[src/rtl/router_link_pkg.sv]
// Shared types for router link endpoints: flit type, credit counter width helper, tx FSM states.
package router_link_pkg;

  localparam int unsigned FLIT_W = 64;

  typedef logic [FLIT_W-1:0] flit_t;

  typedef enum logic [1:0] {
    TX_INIT,
    TX_RUN,
    TX_BLOCKED
  } tx_state_t;

  // One extra bit so the counter can hold buffer_depth-1 for any depth.
  function automatic int unsigned credit_w(input int unsigned depth);
    return $clog2(depth) + 1;
  endfunction

endpackage

[src/rtl/credit_counter.sv]
// Free-slot counter for the downstream buffer: decrements on send, increments on credit return,
// saturates at DEPTH-1 and flags the overflow attempt.
module credit_counter
  import router_link_pkg::*;
#(
  parameter  int unsigned DEPTH = 8,
  localparam int unsigned W     = credit_w(DEPTH)
) (
  input  logic         clk,
  input  logic         rst,
  input  logic         dec_i,
  input  logic         inc_i,
  output logic [W-1:0] count_o,
  output logic         zero_next_o,
  output logic         ovf_o
);

  localparam logic [W-1:0] MAX = W'(DEPTH - 1);

  logic [W-1:0] count_q, count_d;

  always_comb begin
    // NOTE: every always_comb output gets a default first, so no path can infer a latch.
    count_d = count_q;
    ovf_o   = 1'b0;
    if (dec_i && !inc_i) begin
      count_d = count_q - W'(1);
    end else if (inc_i && !dec_i) begin
      if (count_q == MAX) ovf_o = 1'b1;
      else                count_d = count_q + W'(1);
    end
  end

  // NOTE: sequential state is updated with <= only, so all flops sample pre-edge values.
  always_ff @(posedge clk or posedge rst) begin
    if (rst) count_q <= MAX;
    else     count_q <= count_d;
  end

  assign count_o     = count_q;
  assign zero_next_o = (count_d == '0);

endmodule

[src/rtl/link_credit_tx.sv]
// Credit-based link transmitter feeding a downstream buffer; registers flits onto the link.
// Optional sticky overflow flag and assertion under macro LINK_CREDIT_CHECK_EN.
module link_credit_tx
  import router_link_pkg::*;
#(
  parameter int unsigned buffer_depth = 8,
  parameter int unsigned buffer_width = FLIT_W,
  parameter int unsigned INIT_CYCLES  = 2
) (
  input  logic                              clk,
  input  logic                              rst,
  input  logic [buffer_width-1:0]           in,
  input  logic                              in_valid,
  output logic                              in_ready,
  output logic [buffer_width-1:0]           out,
  output logic                              produce,
  input  logic                              credit_return,
  output logic [credit_w(buffer_depth)-1:0] credits,
  output logic                              credit_err
);

  localparam int unsigned ICW = $clog2(INIT_CYCLES + 2);

  tx_state_t               state_q, state_d;
  logic [ICW-1:0]          init_cnt_q, init_cnt_d;
  logic [buffer_width-1:0] out_q;
  logic                    produce_q;
  logic                    send;
  logic                    zero_next;
  logic                    ovf;

  assign in_ready = (state_q == TX_RUN);
  assign send     = in_valid & in_ready;

  credit_counter #(.DEPTH(buffer_depth)) u_credits (
    .clk         (clk),
    .rst         (rst),
    .dec_i       (send),
    .inc_i       (credit_return),
    .count_o     (credits),
    .zero_next_o (zero_next),
    .ovf_o       (ovf)
  );

  always_comb begin
    state_d    = state_q;
    init_cnt_d = init_cnt_q;
    case (state_q)
      TX_INIT: begin
        if (init_cnt_q >= ICW'(INIT_CYCLES - 1)) state_d = TX_RUN;
        else                                     init_cnt_d = init_cnt_q + ICW'(1);
      end
      TX_RUN:     if (zero_next)  state_d = TX_BLOCKED;
      TX_BLOCKED: if (!zero_next) state_d = TX_RUN;
      default:    state_d = TX_INIT;
    endcase
  end

  always_ff @(posedge clk or posedge rst) begin
    if (rst) begin
      state_q    <= TX_INIT;
      init_cnt_q <= '0;
    end else begin
      state_q    <= state_d;
      init_cnt_q <= init_cnt_d;
    end
  end

  // Data register is reset too: the link must show out=0 while the partner is in reset.
  always_ff @(posedge clk or posedge rst) begin
    if (rst) begin
      produce_q <= 1'b0;
      out_q     <= '0;
    end else begin
      produce_q <= send;
      if (send) out_q <= in;
    end
  end

  assign out     = out_q;
  assign produce = produce_q;

`ifdef LINK_CREDIT_CHECK_EN
  logic err_q;

  always_ff @(posedge clk or posedge rst) begin
    if (rst)      err_q <= 1'b0;
    else if (ovf) err_q <= 1'b1;
  end

  assign credit_err = err_q;

`ifndef SYNTHESIS
  a_no_credit_overflow : assert property (@(posedge clk) disable iff (rst) !ovf)
    else $error("link_credit_tx: credit return with all slots already free");
`endif
`else
  logic unused_ovf;
  assign unused_ovf = ovf;
  assign credit_err = 1'b0;
`endif

endmodule

[config.mk]
export PLATFORM = sky130hd
export DESIGN_NAME = link_credit_tx
export DESIGN_NICKNAME = d
export VERILOG_FILES = /design/src/rtl/router_link_pkg.sv /design/src/rtl/credit_counter.sv /design/src/rtl/link_credit_tx.sv
export SDC_FILE = /design/constraint.sdc
export NUM_CORES = 1
export LEC_CHECK = 0
export ABC_AREA = 1
export CAP_MARGIN = 40
export CORE_MARGIN = 3
export CORE_UTILIZATION = 44
export CTS_CLUSTER_DIAMETER = 50
export DETAILED_ROUTE_END_ITERATION = 12
export HOLD_SLACK_MARGIN = 0.05
export PLACE_DENSITY = 0.81
export SLEW_MARGIN = 40
export SYNTH_ARGS = -nofsm -noshare
export SYNTH_HDL_FRONTEND = slang
export SYNTH_HIERARCHICAL = 1
export SYNTH_SLANG_ARGS = --single-unit
export TNS_END_PERCENT = 20
[constraint.sdc]
create_clock -name clk -period 3 [get_ports clk]
set_input_delay 0.9 -clock clk [delete_from_list [all_inputs] [get_ports clk]]
set_output_delay 0.9 -clock clk [all_outputs]
set_load 0.1 [all_outputs]
==> results.rst <==
Implementation results
======================

.. list-table::
   :header-rows: 1

   * - Metric
     - Value
   * - Highest routed layer
     - met4
   * - CP max FO
     - 6
   * - TritonRoute pass-1 iters
     - 4
   * - Global routing usage on met1
     - 25.0%
   * - Port-buffer cells
     - 137
   * - Inserted Diodes
     - 0
   * - Run status
     - completed
   * - Worst clock skew
     - 0.00835 ns
   * - RSZ-0062 raised after global routing
     - no
   * - I/O pin total
     - 139
   * - Number of vias after detailed routing
     - 2923
   * - Cell breakdown of the critical path
     - buf_4
   * - Layout area overhead
     - 39.6%
   * - Total met2 wirelength after detailed routing
     - 4450 um
   * - Fp_density
     - 46.6%
   * - Critical path buffers and inverters
     - 1
   * - Cell area after synthesis
     - 3490 um2
   * - Post-Syn Nets
     - 436
   * - Critical path's top delay family
     - flip-flops
   * - Core area
     - 7490 um2
   * - Site row count
     - 31
   * - Yosys cell types
     - 20
   * - Arrival time worst endpoint
     - 1.24 ns
   * - Cell depth of the worst min-delay path
     - 2
   * - Hold path startpoint
     - out[55]
   * - Leading cell type in the layout, fill and taps excluded
     - sky130_fd_sc_hd__nand2_1
   * - CTS HTree Levels
     - 3
   * - Vias per inst
     - 4.87
   * - Maximum number of pins on one net before global-route repair
     - 65
   * - Length of routed met3 wiring
     - 630 um
   * - Global-route usage over all layers
     - 19.6%
   * - Count of instances resized after the clock tree is built
     - 0
   * - First element of the critical path
     - u_credits/count_o[2]
   * - Drc violations
     - 0
   * - Cycle use final
     - 71.4%
   * - Count of pins over their slew limit
     - 0
   * - Post-placement setup slack
     - 0.676 ns
   * - Highest-count cells in the layout ignoring fill and taps
     - sky130_fd_sc_hd__nand2_1 (154), sky130_fd_sc_hd__buf_4 (72), sky130_fd_sc_hd__dfrtp_1 (70)
   * - Slew of the pin with the lowest slew margin
     - 0.708 ns
   * - Clock root cell
     - sky130_fd_sc_hd__clkbuf_8
   * - End point of the critical path
     - credits[2]
   * - Vias in the first global route
     - 2859
   * - Clock tree from TritonCTS
     - built
   * - Time the worst path needs with I/O delays and setup
     - 2.14 ns
   * - Combined flip-flop and latch cell area
     - 1830 um2
   * - 1st-iter DRT viols
     - 135
   * - Fraction of post-synthesis cell area in the top cell type by area
     - 50.3%
   * - Startpoint-to-endpoint class of the critical path
     - reg2out
   * - Sequential cell area fraction in the yosys report
     - 52.5%
   * - Total of flip-flops plus latches after synthesis
     - 73
   * - Per-cell routed wire length
     - 14.7 um
   * - Total clock sinks
     - 73
   * - Required time worst endpoint
     - 2.10 ns
   * - Hpwl dp
     - 6150 um
   * - Number of placed instances with taps included
     - 584
   * - Aoi share
     - 0.287%
stage by stage:
stage | hold WS, ns | cell area [um2] | utilization [%]
after global placement | 0.453 | 4630 | 61.8
final | 0.480 | 4870 | 65.0
after global routing | 0.499 | 4870 | 65.0
after floorplan | 0.442 | 3490 | -
after CTS | 0.483 | 4870 | 65.0
after detailed placement | 0.464 | 4640 | 61.9
cell type report:
class | instances | share of cell area (%)
Timing Repair Buffer | 142 | 26.0
Sequential cell | 73 | 37.6
Inverter | 20 | 1.54
Clock buffer | 12 | 3.19
Tap cell | 99 | 2.55
Multi-Input combinational cell | 250 | 27.6
Clock inverter | 4 | 1.54
Fig. 1: power grid
Bar = 20 um. Pins as bars on the die edge.
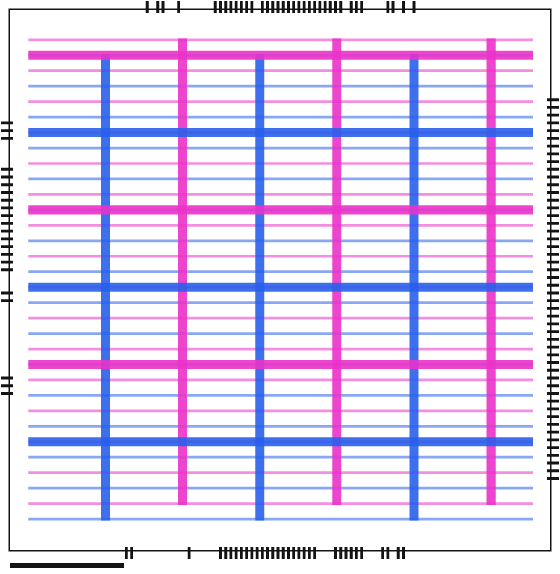
net	color
VSS	blue
VDD	magenta
signal pins	139
met4 straps	6
met5 straps	6
met1 rails	32

Fig. 2: cells colored by class
Bar = 20 um.
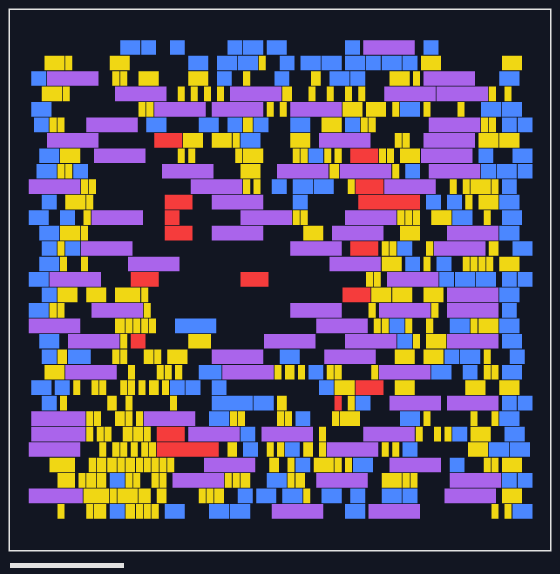
class	color	cells	share of their area
remaining logic cells	yellow	270	30%
remaining buffers and delay cells	blue	142	27%
clock drivers and dummy loads	red	16	4.9%
sequential cells	purple	73	39%

